File: config.mk
export PLATFORM = sky130hd
export DESIGN_NAME = fifo_4deep_flat
export DESIGN_NICKNAME = d
export VERILOG_FILES = /design/src/rtl/fifo_4deep_if.sv /design/src/rtl/fifo_4deep.sv /design/src/flat_wrapper.sv
export SDC_FILE = /design/constraint.sdc
export NUM_CORES = 1
export LEC_CHECK = 0
export ABC_CLOCK_PERIOD_IN_PS = 3200
export CAP_MARGIN = 15
export CORE_MARGIN = 2
export CORE_UTILIZATION = 30
export DETAILED_ROUTE_END_ITERATION = 12
export PLACE_DENSITY = 0.5
export SETUP_SLACK_MARGIN = 0.02
export SLEW_MARGIN = 40
export SYNTH_ARGS = -nofsm -noshare
export SYNTH_HDL_FRONTEND = slang
export SYNTH_SLANG_ARGS = --single-unit
File: constraint.sdc
create_clock -name clk -period 3.2 [get_ports clk]
set_input_delay 0.64 -clock clk [delete_from_list [all_inputs] [get_ports clk]]
set_output_delay 0.64 -clock clk [all_outputs]
set_load 0.05 [all_outputs]
File: src/rtl/fifo_4deep_if.sv
`default_nettype none
// +----------------------------------------------------------------------+
// | fifo_4deep_if : producer/consumer handshake bundle for fifo_4deep     |
// | Rev 1.0                                                               |
// +----------------------------------------------------------------------+
interface fifo_4deep_if #(
   parameter int WIDTH = 32
);
   logic             push;
   logic [WIDTH-1:0] data_in;
   logic             pop;
   logic [WIDTH-1:0] data_out;
   logic             fifo_full;
   logic             fifo_empty;

   modport master (
      output push, data_in, pop,
      input  data_out, fifo_full, fifo_empty
   );

   modport slave (
      input  push, data_in, pop,
      output data_out, fifo_full, fifo_empty
   );
endinterface
`default_nettype wire

File: src/rtl/fifo_4deep.sv
`default_nettype none
// +----------------------------------------------------------------------+
// | fifo_4deep : single-clock FIFO, registered read data and status flags |
// | Rev 1.0                                                               |
// +----------------------------------------------------------------------+
module fifo_4deep #(
   parameter int WIDTH = 32,
   parameter int DEPTH = 4
) (
   input  logic          clk,
   input  logic          reset,
   fifo_4deep_if.slave   bus
);
   localparam int AW = $clog2(DEPTH);
   localparam int CW = AW + 1;

   logic [WIDTH-1:0] mem_q [DEPTH];
   logic [WIDTH-1:0] mem_d [DEPTH];
   logic [AW-1:0]    wptr_q, wptr_d;
   logic [AW-1:0]    rptr_q, rptr_d;
   logic [CW-1:0]    count_q, count_d;
   logic [WIDTH-1:0] dout_q, dout_d;
   logic             full_q, full_d;
   logic             empty_q, empty_d;
   logic             push_acc;
   logic             pop_acc;

   always_comb begin
      pop_acc  = bus.pop && !empty_q;
      // a pop in the same cycle frees a slot, so a full FIFO still takes the push
      push_acc = bus.push && (!full_q || pop_acc);

      mem_d  = mem_q;
      wptr_d = wptr_q;
      rptr_d = rptr_q;
      dout_d = dout_q;

      if (push_acc) begin
         mem_d[wptr_q] = bus.data_in;
         wptr_d        = wptr_q + AW'(1);
      end

      if (pop_acc) begin
         dout_d = mem_q[rptr_q];
         rptr_d = rptr_q + AW'(1);
      end

      case ({push_acc, pop_acc})
         2'b10:   count_d = count_q + CW'(1);
         2'b01:   count_d = count_q - CW'(1);
         default: count_d = count_q;
      endcase

      full_d  = (count_d == CW'(DEPTH));
      empty_d = (count_d == '0);
   end

   always_ff @(posedge clk or negedge reset) begin
      if (!reset) begin
         wptr_q  <= '0;
         rptr_q  <= '0;
         count_q <= '0;
         dout_q  <= '0;
         full_q  <= 1'b0;
         empty_q <= 1'b1;
      end else begin
         wptr_q  <= wptr_d;
         rptr_q  <= rptr_d;
         count_q <= count_d;
         dout_q  <= dout_d;
         full_q  <= full_d;
         empty_q <= empty_d;
      end
   end

   // storage contents are don't-care after reset, so no reset term here
   always_ff @(posedge clk) begin
      mem_q <= mem_d;
   end

   assign bus.data_out   = dout_q;
   assign bus.fifo_full  = full_q;
   assign bus.fifo_empty = empty_q;
endmodule
`default_nettype wire

File: src/flat_wrapper.sv
// flat-port wrapper written by rule: the top's interface ports become plain ports
module fifo_4deep_flat 
#(
   parameter int WIDTH = 32,
   parameter int DEPTH = 4
)
  (clk, reset, bus_push, bus_data_in, bus_pop, bus_data_out, bus_fifo_full, bus_fifo_empty);
  fifo_4deep_if #(.WIDTH(WIDTH)) bus_i ();
  input  logic clk;
  input  logic reset;
  input wire logic [$bits(bus_i.push)-1:0] bus_push;
  input wire logic [$bits(bus_i.data_in)-1:0] bus_data_in;
  input wire logic [$bits(bus_i.pop)-1:0] bus_pop;
  output wire logic [$bits(bus_i.data_out)-1:0] bus_data_out;
  output wire logic [$bits(bus_i.fifo_full)-1:0] bus_fifo_full;
  output wire logic [$bits(bus_i.fifo_empty)-1:0] bus_fifo_empty;
  assign bus_i.push = bus_push;
  assign bus_i.data_in = bus_data_in;
  assign bus_i.pop = bus_pop;
  assign bus_data_out = bus_i.data_out;
  assign bus_fifo_full = bus_i.fifo_full;
  assign bus_fifo_empty = bus_i.fifo_empty;
  fifo_4deep #(.WIDTH(WIDTH), .DEPTH(DEPTH)) u_core (.clk(clk), .reset(reset), .bus(bus_i));
endmodule
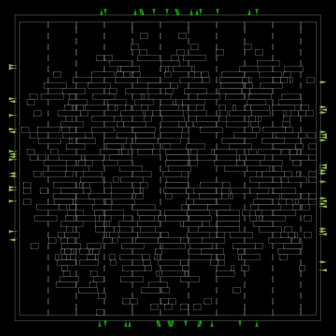
**Above:** placed standard cells.
non-filler instance count after layout: 718
num rows: 53
share of the final layout cell area in sequential cells: 60.60%
well-tap cell count: 275

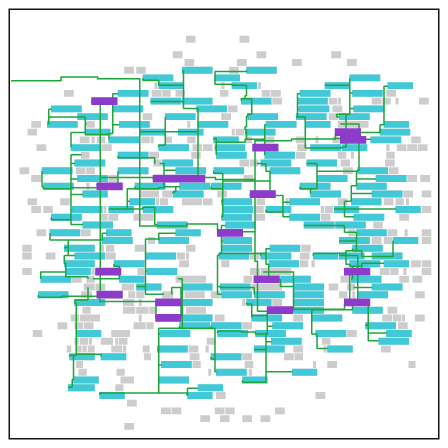
**Above:** clock network drawn from the DEF.
[purple] cells driving clock nets | count: 17
[cyan] flip-flops | count: 169
[green] clock wires | length: 1,920 um
routed clock nets: 18
Clock Power Share: 27.2%
total clock network power: 2.20 mW
worst-case clock skew: 0.01079 ns
clk ins delay skew pair: 0.42 ns

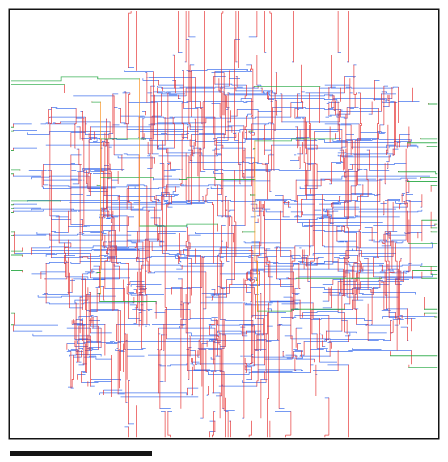
**Above:** signal wires by layer.
Bar = 50 um.
| color | layer | wire length |
|---|---|---|
| orange | met4 | 180 um |
| red | met2 | 6,590 um |
| blue | met1 | 6,090 um |
| green | met3 | 474 um |

==> impl_summary.log <==
[report] implementation figures
[metrics] worst hold slack across all endpoints: 0.1792 ns
[metrics] WL/cell: 18.57 um
[metrics] clock tree cell share of total cell area: 7.995%
[metrics] number of standard cells reported by yosys: 352
[metrics] Crit Path Class: in2reg
[metrics] Reg clk slew, reported paths: 0.07 ns
[metrics] Largest Register: u_core.mem_q
[metrics] sequential power: 3.32 mW
[metrics] final cycle utilization of the critical path: 80.01%
[metrics] horizontal die size: 150.3 um
[metrics] Combinational Power: 2.59 mW
[metrics] diode count: 0
[metrics] dominant cell type by area after synthesis: sky130_fd_sc_hd__edfxtp_1
[metrics] setup repair after global routing missed its margin: no
[metrics] post-placement setup slack: 0.2029 ns
[metrics] Boundary Pins: 70
[metrics] number of logic inverters in the finished layout: 4
[metrics] Post-Syn Area: 6424 um^2
[metrics] Power Density: 1008 nW/um^2
[metrics] Final WS setup: 0.6397 ns
[metrics] via count of the first global-routing pass: 3,519
[metrics] setup violation total in the final timing report: 0
[metrics] area share of the largest cell type after synthesis: 59.84%
[metrics] number of warnings printed during yosys synthesis: 0
[metrics] Seq cells post-synth: 169
[metrics] final core area utilization: 38.27%
[metrics] maximum number of pins on one net before global-route repair: 39
[metrics] number of logged tool warnings: 29
[metrics] path class of the lowest-slack min-delay path: in2async
[metrics] R2R Path Start: u_core.bus.fifo_empty$_DFF_PN1_
[metrics] number of buffers inserted to repair setup after CTS: 0
[metrics] area of combinational cells with multiple inputs: 1344 um^2
[metrics] sequential share of the synthesized area: 75.83%
[metrics] synthesized instance count: 352
[metrics] TritonCTS clock tree: done
[metrics] number of port buffers: 69
[metrics] highest clock frequency the design can meet: 0.3906 GHz
[metrics] Sequential Area: 4875 um^2
[metrics] top logic cell by instance count in the layout: sky130_fd_sc_hd__edfxtp_1
[metrics] clock net sink count: 169
[metrics] number of antenna violations at the first check in global routing: 0
[metrics] count of clock buffers in the final design: 17
[metrics] dominant register cell in the synthesized netlist: sky130_fd_sc_hd__edfxtp_1
[metrics] Worst IR Drop VDD: 0.4542 mV
[metrics] Psw: 2.830 mW
[metrics] run status: finished clean
[metrics] post-detailed-routing wire length: 13.33 mm
[metrics] Post-synth EDFFs: 128
[metrics] R2R Setup Slk: 0.92 ns
[metrics] worst flop-to-flop path endpoint: u_core.count_q[2]$_DFF_PN0_
[metrics] drt via density: 4.565
[metrics] Setup Total Neg Slack: 0 ns
[metrics] number of multi-input combinational cells in the layout: 160
[metrics] Pint: 5.281 mW
[metrics] Post-Layout Inst Area: 8044 um^2
[metrics] library cell with the highest instance count after synthesis: sky130_fd_sc_hd__edfxtp_1
[metrics] number of gates given a new drive strength after cts: 0
[metrics] most frequent cells in the layout: sky130_fd_sc_hd__edfxtp_1, sky130_fd_sc_hd__clkdlybuf4s50_1, sky130_fd_sc_hd__mux2i_1, sky130_fd_sc_hd__dfrtp_1, sky130_fd_sc_hd__nand2_1
[metrics] number of buffers on the longest clock path: 2
[metrics] logic gate fraction of the total cell area: 16.71%
[metrics] Non-clock buffers, area share: 10.17%
[metrics] hold bufs inserted after CTS: 0
[metrics] max-slew headroom at the worst pin: 63.31%
[metrics] share of total power in combinational logic: 32.0%
[metrics] chip area estimate from yosys synthesis: 6424 um^2
[metrics] violation count after the first detailed-routing iteration: 135
[metrics] weighted congestion at the end of routability-driven global placement: 0.7060
[metrics] count of nets after finishing: 472
[metrics] filler cell count in the final layout: 1,938
[metrics] final slew viol count: 0
[metrics] tally of max-capacitance violations: 0
[metrics] total placed cells including tap cells: 686
[metrics] post-synthesis to final-layout area growth: 25.22%
[metrics] sequential fraction of design power: 40.9%
[metrics] share of total power consumed by net switching: 34.89%
[metrics] global-route wire length before repair: 20.38 mm
[metrics] DRC viols: 0
[metrics] height of the die: 150.3 um
[metrics] Top Consumer: registers
[metrics] async set or reset register ratio after synthesis: 24.26%
[metrics] total via count after detailed routing: 3,278
[metrics] DP Wirelength: 7.744 mm
[metrics] remaining antenna violation count after routing: 0
[metrics] fp_density: 30.56%
[metrics] aggregate global routing overflow: 0
[metrics] Netlist cell types: 33
[metrics] Worst Path Required: 3.50 ns
[metrics] Area contributors post-synth: sky130_fd_sc_hd__edfxtp_1, sky130_fd_sc_hd__dfrtp_1, sky130_fd_sc_hd__mux2i_1
[metrics] Placed Area: 7401 um^2
[metrics] Synth top cells by count: sky130_fd_sc_hd__edfxtp_1, sky130_fd_sc_hd__mux2i_1, sky130_fd_sc_hd__dfrtp_1
[metrics] root buf cell: sky130_fd_sc_hd__clkbuf_16
[metrics] Hold Fails Final Rpt: 0
[metrics] element type at the critical path start: input port
[metrics] total number of sequential cells: 169
[metrics] max FFs per register: 128
[metrics] total power after layout: 8.111 mW
[metrics] slew of the pin with the lowest slew margin: 0.5504 ns
[metrics] overall routing resource usage: 12.48%
[metrics] maximum level of the CTS H-tree: 4
[metrics] Core Area: 21,020 um^2
[metrics] number of nets at floorplan: 394
[metrics] number of non-clock buffers in the layout: 78
[metrics] ratio of cells with drive above 1 in the final layout: 12.64%
[metrics] Critical Path Sink Type: register
## worst max path at each step
stage / to / slack (ns) / startpoint / depth (start not counted)
detailed placement: u_core.count_q[2]$_DFF_PN0_ / 0.20 / bus_pop / 9
global route: u_core.count_q[2]$_DFF_PN0_ / 0.54 / bus_pop / 9
global placement: u_core.count_q[2]$_DFF_PN0_ / 0.26 / bus_pop / 9
floorplan: u_core.count_q[2]$_DFF_PN0_ / 0.80 / bus_pop / 9
CTS: u_core.count_q[2]$_DFF_PN0_ / 0.64 / bus_pop / 9
finish: u_core.count_q[2]$_DFF_PN0_ / 0.64 / bus_pop / 9
## logic make-up (layout without fill, tap and decap cells)
logic type      count (synthesis)  after routing  synth area share, %
compound gates                 36             36                4.986
xor+xnor                        6              6               0.8181
fa+ha+maj                       6              6                1.286
buf+inv                        23            114                3.331
flops                         169            169                75.83
mux                            66             66                10.32
simple gates                   46             46                3.428
## worst max-delay path: stages
cell                              delay (ns)
sky130_fd_sc_hd__clkdlybuf4s50_1        0.51
sky130_fd_sc_hd__nand2b_4               0.10
sky130_fd_sc_hd__a21boi_4               0.24
sky130_fd_sc_hd__inv_1                  0.07
sky130_fd_sc_hd__ha_1                   0.22
sky130_fd_sc_hd__fa_1                   0.39
sky130_fd_sc_hd__xnor2_1                0.31
sky130_fd_sc_hd__nor3_1                 0.10
sky130_fd_sc_hd__or2_2                  0.28
## layer usage
| layer | vias up | share of wire (%) | global-route usage [%] | wire length, um |
|---|---|---|---|---|
| met2 | 63 | 49 | 20.59 | 6589 |
| met1 | 1677 | 46 | 16.14 | 6090 |
| met5 | - | 0 | 0 | 0 |
| met3 | 14 | 3.6 | 3.000 | 474 |
| li1 | 1524 | - | - | - |
| met4 | 0 | 1.3 | 4.245 | 179 |
Power is estimated from default activity; no workload was simulated.
